m1.png
Scale: 2 px per um. Supply wires on this layer in grey.
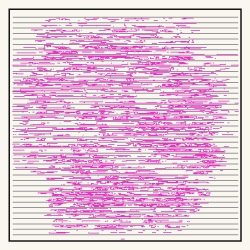
clock_nets.png
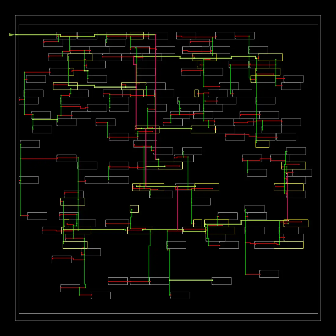
File: config.mk
export PLATFORM = sky130hd
export DESIGN_NAME = sisc_prog_loader
export DESIGN_NICKNAME = d
export VERILOG_FILES = /design/src/rtl/sisc_prog_loader.sv
export SDC_FILE = /design/constraint.sdc
export NUM_CORES = 1
export LEC_CHECK = 0
export ABC_AREA = 1
export ABC_CLOCK_PERIOD_IN_PS = 1500
export CAP_MARGIN = 15
export CORE_UTILIZATION = 44
export DETAILED_ROUTE_END_ITERATION = 16
export GPL_ROUTABILITY_DRIVEN = 1
export PLACE_DENSITY = 0.69
export SLEW_MARGIN = 20
export SYNTH_ARGS = -nofsm -noshare
export SYNTH_HDL_FRONTEND = slang
export SYNTH_SLANG_ARGS = --single-unit
File: constraint.sdc
create_clock -name clk -period 1.5 [get_ports clk]
set_input_delay 0.3 -clock clk [delete_from_list [all_inputs] [get_ports clk]]
set_output_delay 0.3 -clock clk [all_outputs]
set_load 0.01 [all_outputs]
File: src/rtl/sisc_prog_loader.sv
// -----------------------------------------------------------------------------
// sisc_prog_loader
//
// Byte-serial program loader for the SISC instruction memory. Bytes from an
// external source are packed big-endian into 32-bit words and written into
// `im` starting at BASE_ADDR. A trailing checksum byte, the XOR of all data
// bytes, decides whether the image is accepted. The SISC core stays in reset
// (cpu_hold=1) until an image has been loaded and verified.
//
// Ports:
//   clk         system clock, rising edge
//   rst_f       synchronous active-high reset
//   start       one-cycle pulse starting a load (honoured in IDLE/DONE/ERR)
//   word_count  number of 32-bit words in the image, sampled on start
//   byte_in     stream data byte
//   byte_valid  byte_in carries a valid byte
//   byte_ready  loader accepts a byte this cycle
//   im_we       one-cycle im write strobe
//   im_addr     im word address
//   im_wdata    im write data
//   cpu_hold    holds the SISC core in reset while 1
//   done        image loaded and checksum verified
//   err         checksum mismatch
// -----------------------------------------------------------------------------
module sisc_prog_loader #(
   parameter logic [15:0] BASE_ADDR = 16'h0000
) (
   input  logic        clk,
   input  logic        rst_f,
   input  logic        start,
   input  logic [15:0] word_count,
   input  logic [7:0]  byte_in,
   input  logic        byte_valid,
   output logic        byte_ready,
   output logic        im_we,
   output logic [15:0] im_addr,
   output logic [31:0] im_wdata,
   output logic        cpu_hold,
   output logic        done,
   output logic        err
);

   typedef enum logic [2:0] {
      ST_IDLE,
      ST_LOAD,
      ST_CHECK,
      ST_DONE,
      ST_ERR
   } state_t;

   state_t      r_state;
   logic [15:0] r_remaining;
   logic [15:0] r_ptr;
   logic [1:0]  r_byteIdx;
   logic [23:0] r_word;
   logic [7:0]  r_xor;

   logic w_accept;
   logic w_startOk;

   // A byte moves only on a valid/ready handshake; start is only honoured
   // while no load is in progress.
   assign w_accept  = byte_valid && byte_ready;
   assign w_startOk = start && ((r_state == ST_IDLE) || (r_state == ST_DONE) ||
                                (r_state == ST_ERR));

   // Loader state machine. All outputs are registered here; byte_ready is
   // set on entry to LOAD/CHECK so it is high exactly while those states are
   // active. im_addr only moves when a write is issued, which keeps it stable
   // across the write strobe while r_ptr already points at the next word.
   always_ff @(posedge clk) begin
      if (rst_f) begin
         r_state     <= ST_IDLE;
         r_remaining <= 16'h0000;
         r_ptr       <= BASE_ADDR;
         r_byteIdx   <= 2'd0;
         r_word      <= 24'h000000;
         r_xor       <= 8'h00;
         byte_ready  <= 1'b0;
         im_we       <= 1'b0;
         im_addr     <= BASE_ADDR;
         im_wdata    <= 32'h00000000;
         cpu_hold    <= 1'b1;
         done        <= 1'b0;
         err         <= 1'b0;
      end else begin
         im_we <= 1'b0;
         case (r_state)
            ST_IDLE, ST_DONE, ST_ERR: begin
               if (w_startOk) begin
                  r_remaining <= word_count;
                  r_ptr       <= BASE_ADDR;
                  r_byteIdx   <= 2'd0;
                  r_xor       <= 8'h00;
                  byte_ready  <= 1'b1;
                  cpu_hold    <= 1'b1;
                  done        <= 1'b0;
                  err         <= 1'b0;
                  r_state     <= (word_count == 16'h0000) ? ST_CHECK : ST_LOAD;
               end
            end

            ST_LOAD: begin
               if (w_accept) begin
                  r_xor     <= r_xor ^ byte_in;
                  r_byteIdx <= r_byteIdx + 2'd1;
                  if (r_byteIdx == 2'd3) begin
                     im_we       <= 1'b1;
                     im_addr     <= r_ptr;
                     im_wdata    <= {r_word, byte_in};
                     r_ptr       <= r_ptr + 16'h0001;
                     r_remaining <= r_remaining - 16'h0001;
                     if (r_remaining == 16'h0001) begin
                        r_state <= ST_CHECK;
                     end
                  end else begin
                     r_word <= {r_word[15:0], byte_in};
                  end
               end
            end

            ST_CHECK: begin
               if (w_accept) begin
                  byte_ready <= 1'b0;
                  if (byte_in == r_xor) begin
                     done     <= 1'b1;
                     cpu_hold <= 1'b0;
                     r_state  <= ST_DONE;
                  end else begin
                     err     <= 1'b1;
                     r_state <= ST_ERR;
                  end
               end
            end

            default: begin
               r_state <= ST_IDLE;
            end
         endcase
      end
   end

endmodule

==> flow_summary_export.csv <==
group,metric,value,unit
route,routed-wl-met3,897,um
final_timing,relSlewSlack,81.2,%
power,power_density,1760,nW/um^2
min_path,hold_path_class,"reg2reg",
floorplanning,die_w,115,um
global_routing,grt_pass1_vias,5008,
synthesis,synth_warnings,0,
synthesis,mux_share,0.178,%
final_layout,insertedDiodeCount,0,
worst_setup_path,crit_type,"reg2reg",
synthesis,asyncSetResetFlopFracSynth,0,%
final_layout,fillCellCount,1029,
global_routing,grt_max_degree,58,
worst_setup_path,setup.worst_path.end,"r_ptr[14]",
worst_setup_path,r2r_slack,-30,ps
min_path,min_path_cells,2,
power,pg_seq,0.00408,W
route,vias_per_cell,5.02,
worst_setup_path,critPathLaunchType,"flop",
synthesis,netlist_instances,810,
final_timing,setup_viol_count_final,7,
final_timing,fmax,652,MHz
route,wl_per_cell,14.0,um
power,internal_power,0.00931,W
power,swShare,36.6,%
synthesis,netlist.area_leader.share,43.4,%
final_timing,drv_slew,0,
final_timing,tns,-173,ps
floorplanning,fp.coreArea,12300,um^2
final_layout,finish.utilization,67.9,%
job,warnings,28,
floorplanning,die_y,115,um
synthesis,fa_ha_area_share,0.889,%
route,drt_iter0_markers,492,
final_timing,timing.final.ws_setup,-34.7,ps
placed_design,gp_congestion,0.883,
floorplanning,chip_area,13300,um^2
worst_setup_path,cp-end-kind,"flop",
final_timing,finalCriticalPeriod,1530,ps
global_routing,use_met3,6.06,%
clock_network,clockRootBuffer,"clkbuf_16",
synthesis,ys_types,35,
placed_design,dpl-instance-area,7120,um^2
power,clkPwrFrac,29.8,%
final_layout,fin_nets,1000,
worst_setup_path,cp_data_required_time,1810,ps
route,route.layer.met1.wl,7.43,mm
floorplanning,initCoreUtil,45.9,%
final_layout,lay_top_count,"nor2_1",
floorplanning,ioPinCount,81,
power,switchingPower,0.00538,W
synthesis,synth.area.top_cells,"dfxtp_1 43%, nor2_1 11%, nand2_1 9.0%, a21oi_1 7.5%, o21ai_0 6.8%",
synthesis,yosysTopAreaCell,"dfxtp_1",
placed_design,dp_hpwl,9.73,mm
clock_network,cts_tree,"done",
power,p_comb,0.00622,W
final_layout,most-common-layout-cells,"145 x nor2_1, 124 x nand2_1, 117 x dfxtp_1, 81 x inv_1, 72 x a21oi_1",
synthesis,synth-edff-count,0,
synthesis,yosys_cells,810,
global_routing,grt-ovfl-total,0,
synthesis,synth_top_flop_cell,"dfxtp_1",
synthesis,simple_gate_share,26.8,%
synthesis,ys_sh_xor,1.24,%
job,maxCapViolations,0,
clock_network,h-tree-depth,4,
final_layout,stdcell_area,8320,um^2
worst_setup_path,startpoint,"r_state[1]",
worst_setup_path,r2r_end,"r_ptr[14]",
final_layout,multiInputGateArea,2910,um^2
worst_setup_path,timing.rr.start,"r_state[1]",
clock_network,holdBufCountCts,0,
synthesis,common_cells,"165 x nor2_1, 135 x nand2_1, 122 x dfxtp_1",
final_layout,area_growth,47.8,%
route,post-route-drc-count,0,
route,top_layer,"met4",
synthesis,synthesis.nets,842,
synthesis,ys_chip_area,5630,um^2
final_timing,whs,437,ps
route,wl_met2,7.51,mm
final_timing,rsz0062_at_grt,"yes",
synthesis,yosys-dominant-comb-family,"simple AND/OR/NAND/NOR gates",
worst_setup_path,reg2reg_depth,10,
outcome,outcome,"finished with violations",
final_timing,post-route-period-util,102,%
outcome,violations,"negative setup slack",
About m1.png:
- share of all routed wire: 46%
- wire length on this layer: 7430 um
- longest straight run: 28.1 um
vias post-DR: 5769
met1 usage: 30.2%
Post-Route WL: 16.1 mm

About clock_nets.png:
Clock Skew: 6.25 ps
total CTS buffers: 17
CLK BUF: 21
Worst-Skew Late Latency: 420 ps
flop count: 122

==> worst min-delay path by stage <==
stage                         to    startpoint
floorplan             r_word[16]    r_word[16]
global placement      im_addr[5]    im_addr[5]
detailed placement  im_wdata[10]  im_wdata[10]
CTS                 im_wdata[10]  im_wdata[10]
global route         im_wdata[3]   im_wdata[3]
finish                im_addr[4]    im_addr[4]
==> area by class of cell <==
cell class              instances  area share (%)
clock buffers                  21            5.65
well taps                     168            2.53
repair buffers                174            21.1
flip-flops and latches        122            29.5
clock inverters                11            1.98
inverters                      93            4.34
multi-input cells             560            34.9
==> flip-flops by register name, indices dropped and copies added (netlist names), 2 cells and up <==
signal	cells
r_xor	8
im_wdata	32
r_remaining	16
r_byteIdx	2
r_state	3
r_word	24
im_addr	16
r_ptr	16
==> what timing repair did <==
action	CTS	global route
gates cloned	1	15
gates resized	66	94
endpoints found under the setup margin	97	117
setup buffers	3	2
pin swaps	5	28
==> metrics by stage <==
stage	total power (W)	setup WS [ps]	cells
2_1_floorplan	0.00728	84.8	810
3_3_place_gp	0.00885	-364	1096
3_5_place_dp	0.00891	-332	1096
4_1_cts	0.0137	0.898	1132
5_1_grt	0.0155	-83.4	1149
6_report	0.0147	-34.7	1149
==> cell families after synthesis <==
| logic type | count (synthesis) |
|---|---|
| muxes | 1 |
| xor gates and xnor gates | 8 |
| DFF | 122 |
| AOI/OAI and AO/OA | 179 |
| adders and majority gates | 4 |
| and+or+nand+nor | 366 |
| buffers and inverters | 130 |
==> worst max-delay path, cell delays in order (launching register included) <==
cell and delay [ps]:
dfxtp_4 370, inv_4 50, nand3_4 130, nor2_4 60, nor2_2 100, nand2_2 80
nor2_4 240, buf_12 170, nor2_1 50, nor2_1 100, nor2_1 50
Power is estimated from default activity; no workload was simulated.
